==> run_1/met1.png <==
Cells faint in the background.
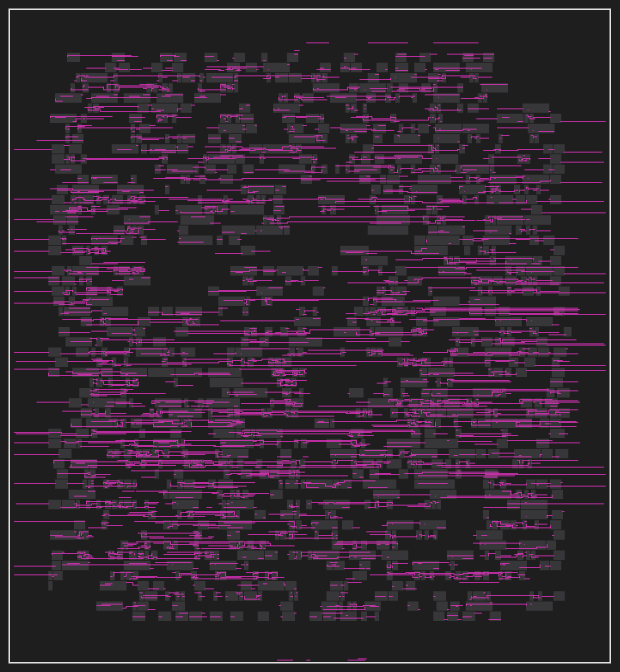
==> run_1/met2.png <==
The bar under the picture is 50 µm long.
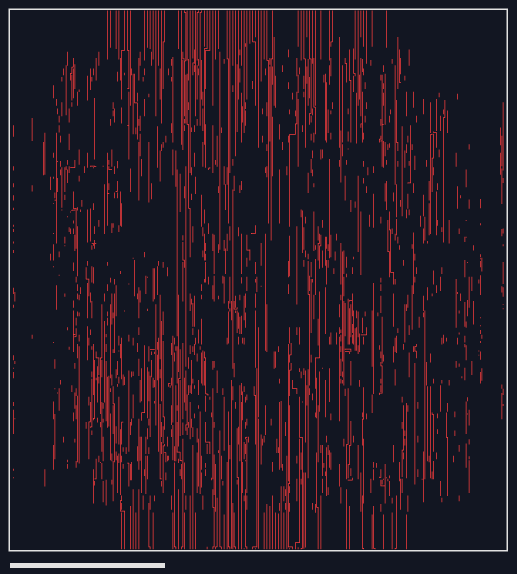
==> run_1/met3.png <==
The bar under the picture is 50 µm long.
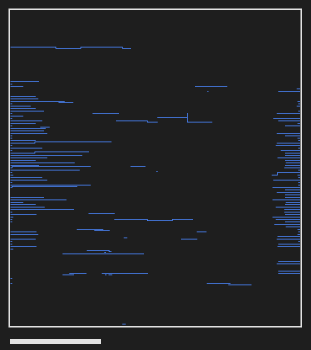
==> config.mk <==
export PLATFORM = sky130hd
export DESIGN_NAME = dm_access_ctrl
export DESIGN_NICKNAME = d
export VERILOG_FILES = /design/src/rtl/dm_access_ctrl.sv
export SDC_FILE = /design/constraint.sdc
export NUM_CORES = 1
export LEC_CHECK = 0
export ABC_AREA = 1
export CAP_MARGIN = 20
export CELL_PAD_IN_SITES_DETAIL_PLACEMENT = 0
export CELL_PAD_IN_SITES_GLOBAL_PLACEMENT = 1
export CORE_ASPECT_RATIO = 1.1
export CORE_MARGIN = 10
export CORE_UTILIZATION = 27
export DETAILED_ROUTE_END_ITERATION = 6
export GPL_TIMING_DRIVEN = 0
export PLACE_DENSITY_LB_ADDON = 0.1
export SLEW_MARGIN = 20
export SYNTH_ARGS = -nofsm -noshare
export SYNTH_HDL_FRONTEND = slang
export SYNTH_SLANG_ARGS = --single-unit
==> constraint.sdc <==
create_clock -name clk -period 1.75 [get_ports clk]
set_clock_uncertainty 0.1 [all_clocks]
set_input_delay 0.35 -clock clk [delete_from_list [all_inputs] [get_ports clk]]
set_output_delay 0.35 -clock clk [all_outputs]
set_load 0.02 [all_outputs]
==> run summary, run 1 <==
impl run done, here's what came out: DRT met1 WL=9.64 mm, unrepaired setup endpoints after global routing=true, ANT nets after route=0, HPWL Detailed=16.6 mm, most frequent cell after synthesis=nor2_1, Post-synth area hogs=dfxtp_1 (49%), nor2_1 (13%), o21ai_0 (8.3%), DR pass1 iterations=4, type of origin of the critical path=input port, Max-slew headroom=52.2%, number of global-route vias before repair=5939, final hold slack=105 ps, Top non-seq family=simple AND/OR/NAND/NOR gates, MUX share of area=0%, OpenROAD warning count=31, CP arrival=1340 ps, Simple-Gate Area Share=18.8%, placed cell areas=8680 µm², failing checks=negative setup slack, DR DRC count=0, switching part of the total=24.3%, CTS tree=yes, reported net switching power=1.83 mW, CP max stage delay=200 ps, clock network power share=49.3%, Pwr top=clock, post-layout util=43.7%, largest net degree at the start of global routing=17, first-pass GRT wire length=34.1 mm, post-route design area=9330 µm², yosys cell count=780, combinational share of power=7.5%, Top delay family on crit path=simple AND/OR/NAND/NOR gates, H-tree levels=4, WP buf/inv=2, Final period util=102%, FMAX=0.558 GHz, Pleak=4.62 nW, synthesis area per yosys=5860 µm², distinct cell type count after synthesis=27, status=finished, violations left, sequential share of the synthesized area=48.8%, max-cap viol count=0, EDFF count, synth=0, highest metal used=met4, Late-Pin Clk Latency=410 ps, ao+oa area frac=18.6%, CTS Sinks=143, critical path depth=9, flop2flop setup slack=170 ps, Nets=1159, Final min period=1790 ps, Root Driver=clkbuf_16, reg2reg path depth=8, Final Hold Vio Count=0, Critical Path RT=1300 ps, Power Clock=3.72 mW, top cells by count, synth=nor2_1 (202), dfxtp_1 (143), o21ai_0 (97), Setup TNS=-42.1 ps, Seq cells post-synth=143, critical-path cell list=clkdlybuf4s15_1 -> nor2_4 -> nand2_2 -> nor2_2 -> nand2_2 -> nor2_8 -> nand2_8 -> nand2_4 -> buf_6, final slew viol count=0, syn_area_per_cell=7.51 µm², CP max stage cell=clkdlybuf4s15_1, comb pwr=0.567 mW, DR WL/cell=16.1 µm, DR vias/cell=4.32, Placed Cells=1310, Max rail drop VDD=0.649 mV, row cnt=56, pwr dens=808 nW/µm², Ports=243, Iter 0 DRT Violations=266, Post-CTS Setup Inserts=8, synthesized cell area=5860 µm², layout cell share with drive strength beyond 1=14.2%, DP Worst Slack=-1440 ps, Worst Setup End Kind=primary output, hold path depth=3, Most Used Layer, Global Route=met2, Pint=5.71 mW, CTS buffer count=17, register share of total power=43.2%, critical path peak fanout=2, met3 routed WL=1.79 mm, Power, Total=7.54 mW, chip width=160 µm, top-area cell type share of the netlist area=48.8%, measured slew at the worst slew-check pin=713 ps, routability cong.=0.752, XOR/XNOR Area Share=0%, final setup violating endpoints=1, Post-CTS Resized=182, Adder Area Share=0.854%, GR Overflow Total=0, # port buffers=239, Area Overhead vs Synth=59.2%, initial antenna violation count=1, hold crit path type=in2reg, area of the die=28000 µm², WS Path Type=in2out, Top cell by count, worst path=nand2_2, Initial Util=27.4%, Placeable Area=21400 µm², hold-fix buffers at CTS=0, ys flop type=dfxtp_1, Global Route Usage Sum=15.3%, Post-Layout Cell Count=1355, Seq group=3.25 mW, clk buf depth=2, Ys Warns=0, Mapped Cells=780, Synth async-reset ratio=0%, Worst Slack Setup Final=-42.1 ps, Synth area leader=dfxtp_1
Notes on met1.png above:
wire length on this layer: 9640 µm
share of all routed wire: 44%
main direction: horizontal
longest straight run: 46.9 µm
nets with wire on the layer: 1073
WL final: 21.7 mm
GR Util met1: 18.8%
Vias: 5850

Notes on met2.png above:
longest straight run: 64.6 µm
main direction: vertical
GR met2 Demand/Resource: 24.7%

Notes on met3.png above:
nets with wire on the layer: 139
main direction: horizontal
share of all routed wire: 8.2%
wire length on this layer: 1790 µm
longest straight run: 44.6 µm
met3 Resource Use GR: 5.81%

[run 1: layout by cell type (no fill, tap or decap), drive strengths merged, types with 30 or more instances in the layout]
| master | instances |
|---|---|
| inv | 74 |
| a21oi | 63 |
| o21ai | 133 |
| nand3 | 30 |
| nor2 | 204 |
| clkbuf | 40 |
| buf | 76 |
| nand2 | 31 |
| clkdlybuf4s50 | 75 |
| dlygate4sd2 | 136 |
| dfxtp | 143 |
[run 1: area by class of cell]
class / count / area, µm²
Multi-Input combinational cell: 489 / 2400
Fill cell: 2292 / 12000
Timing Repair Buffer: 252 / 2340
Buffer: 79 / 494
Inverter: 69 / 265
Sequential cell: 143 / 2870
Antenna cell: 1 / 2.50
Clock buffer: 18 / 429
Tap cell: 290 / 363
Clock inverter: 14 / 173
==> inputs of run 2 (changes only) <==
--- a/config.mk
+++ b/config.mk
@@ -15,5 +15,5 @@
 export DETAILED_ROUTE_END_ITERATION = 6
 export GPL_TIMING_DRIVEN = 0
-export PLACE_DENSITY_LB_ADDON = 0.1
+export PLACE_DENSITY_LB_ADDON = 0.25
 export SLEW_MARGIN = 20
 export SYNTH_ARGS = -nofsm -noshare
==> constraint.sdc (replaced) <==
create_clock -name clk -period 1.75 [get_ports clk]
set_clock_uncertainty 0.1 [all_clocks]
set_input_delay 0.525 -clock clk [delete_from_list [all_inputs] [get_ports clk]]
set_output_delay 0.525 -clock clk [all_outputs]
set_load 0.02 [all_outputs]
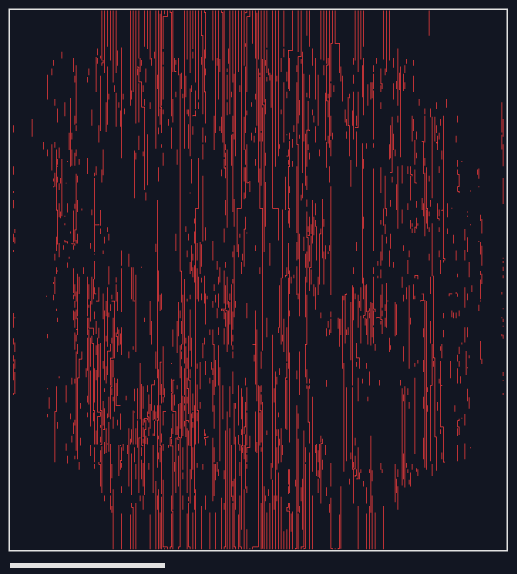
(run_2/met2.png)
The bar under the picture is 50 µm long.
main direction: vertical
wire length on this layer: 10600 µm
longest straight run: 76.2 µm
share of all routed wire: 49%
GR met2 Demand/Resource: 26.0%
Vias: 5939
WL final: 21.9 mm

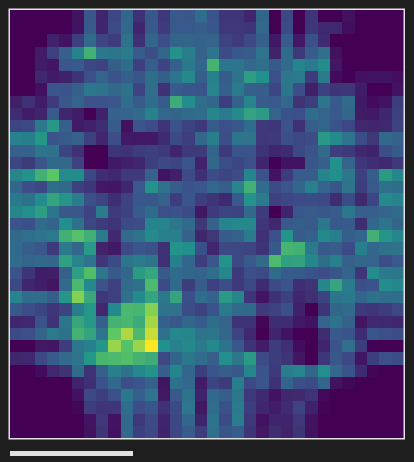
(run_2/wire_density.png)
The bar under the picture is 50 µm long. The die is cut into 32 by 35 equal tiles; dark purple is low, yellow is high, scaled to the fullest tile. Values are wire area over tile area, all layers added.
emptiest ninth of the die: bottom right
mean over tiles: 0.12
tiles over half the peak: 7.1%
nearly empty tiles: 12%
fullest tile: 0.50
DR WL/cell: 16.0 µm
Global Route Usage Sum: 15.4%

==> run 2 against run 1 <==
  * The flow still finishes with violations (negative setup slack)
  * Wire length grew 0.56%
  * Sequential share of layout area grew 0.23 points
  * Clock-buffer cell count is the same
  * Critical endpoint unchanged
==> run summary, run 2 <==
impl run done, here's what came out: Power, Total=7.69 mW (was 7.54 mW), Top non-seq family=simple AND/OR/NAND/NOR gates (unchanged), WS Path Type=in2out (unchanged), # port buffers=239 (unchanged), DR pass1 iterations=4 (unchanged), Initial Util=27.4% (unchanged), Seq cells post-synth=143 (unchanged), # diodes=1 (unchanged), clock network share of area=6.67% (was 6.45%), sequential share of the synthesized area=48.8% (unchanged), Synth async-reset ratio=0% (unchanged), placed cell areas=8690 µm² (was 8680 µm²), measured slew at the worst slew-check pin=678 ps (was 713 ps), Non-Clock Buffer Count=341 (was 331), FMAX=0.451 GHz (was 0.558 GHz), Non-clock buffering overhead=29.3% (was 30.4%), Ys Warns=0 (unchanged), final slew viol count=0 (unchanged), distinct cell type count after synthesis=27 (unchanged), fraction of area in registers=30.9% (was 30.7%), Final period util=127% (was 102%), pwr dens=829 nW/µm² (was 808 nW/µm²), Root Driver=clkbuf_16 (unchanged), most frequent cell after synthesis=nor2_1 (unchanged), top-area cell type share of the netlist area=48.8% (unchanged), DR DRC count=0 (unchanged), nonclk inv count=69 (unchanged), Placed Cells=1310 (unchanged), sequential cell area=2870 µm² (about the same), OpenROAD warning count=32 (was 31), Most Used Layer, Global Route=met2 (unchanged), max-cap viol count=0 (unchanged), DP Worst Slack=-1820 ps (was -1440 ps), CTS buffer count=17 (unchanged), top cells by count, synth=nor2_1 (202), dfxtp_1 (143), o21ai_0 (97) (unchanged), largest net degree at the start of global routing=17 (unchanged), DR vias/cell=4.35 (was 4.32), reg2reg path depth=7 (was 8), most common logic cells in the final layout=nor2_1 (195), dfxtp_1 (138), o21ai_0 (86) (was nor2_1 (193), dfxtp_1 (141), dlygate4sd2_1 (136)), ANT nets after route=0 (unchanged), CTS tree=yes (unchanged), Worst Setup End Kind=primary output (unchanged), H-tree levels=4 (unchanged), Final min period=2220 ps (was 1790 ps), Area Overhead vs Synth=58.2% (was 59.2%), Critical Path RT=1120 ps (was 1300 ps), status=finished, violations left (unchanged), CTS Sinks=143 (unchanged), Final Hold Vio Count=0 (unchanged), critical path peak fanout=2 (unchanged), number of global-route vias before repair=5992 (was 5939), layout cell share with drive strength beyond 1=26.1% (was 14.2%), Late-Pin Clk Latency=420 ps (was 410 ps), routability cong.=0.789 (was 0.752), dominant logic cell type in the layout=nor2_1 (unchanged), HPWL Detailed=16.4 mm (was 16.6 mm), Worst Slack Setup Final=-466 ps (was -42.1 ps), hold crit path type=in2reg (unchanged), unrepaired setup endpoints after global routing=true (unchanged), yosys cell count=780 (unchanged), post-route design area=9270 µm² (was 9330 µm²), EDFF count, synth=0 (unchanged), logic area=2430 µm² (was 2400 µm²), synthesized cell area=5860 µm² (unchanged), number of logic gates=489 (unchanged), initial antenna violation count=1 (unchanged), row cnt=56 (unchanged), final setup violating endpoints=11 (was 1), Largest area class, layout=flip-flops and latches (unchanged), MUX share of area=0% (unchanged), failing checks=negative setup slack (unchanged), Max rail drop VDD=0.642 mV (was 0.649 mV), fillers=2295 (was 2292), Adder Area Share=0.854% (unchanged)
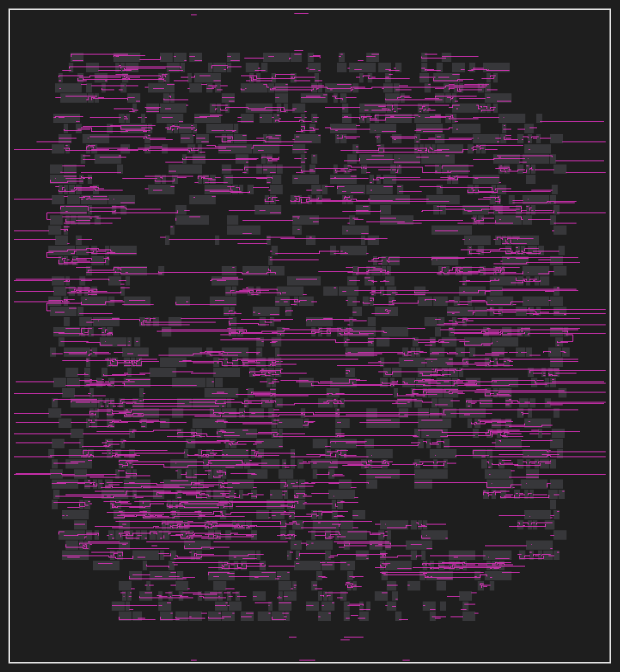
(run_2/met1.png)
Cells faint in the background.
GR Util met1: 18.2%

[run 2: timing repair]
action,in CTS,in global routing
gates cloned,1,0
buffers inserted,21,2
hold endpoints to repair,0,0
pin swaps,28,20
gates resized,407,155
endpoints found under the setup margin,279,192
[run 2: layer usage]
layer | up-vias | routed length [µm]
li1 | 3070 | -
met1 | 2704 | 9380
met2 | 155 | 10600
met3 | 10 | 1690
met4 | 0 | 182
met5 | - | 0
[run 2: report_power, final]
group	internal (mW)	leakage (nW)	switching [mW]
Clock	2.31	0.299	1.53
Combinational	0.315	2.78	0.279
Sequential	3.25	1.15	0.000282
[run 2: worst max-delay path, cell delays in order]
cell,delay (ps)
clkdlybuf4s15_1,160
nor2_1,130
nand2_2,100
nor2_2,120
nand2_2,90
nor2_8,130
nand2_8,60
buf_8,120
nand2_4,40
buf_6,120
Power and IR drop assume default switching activity.
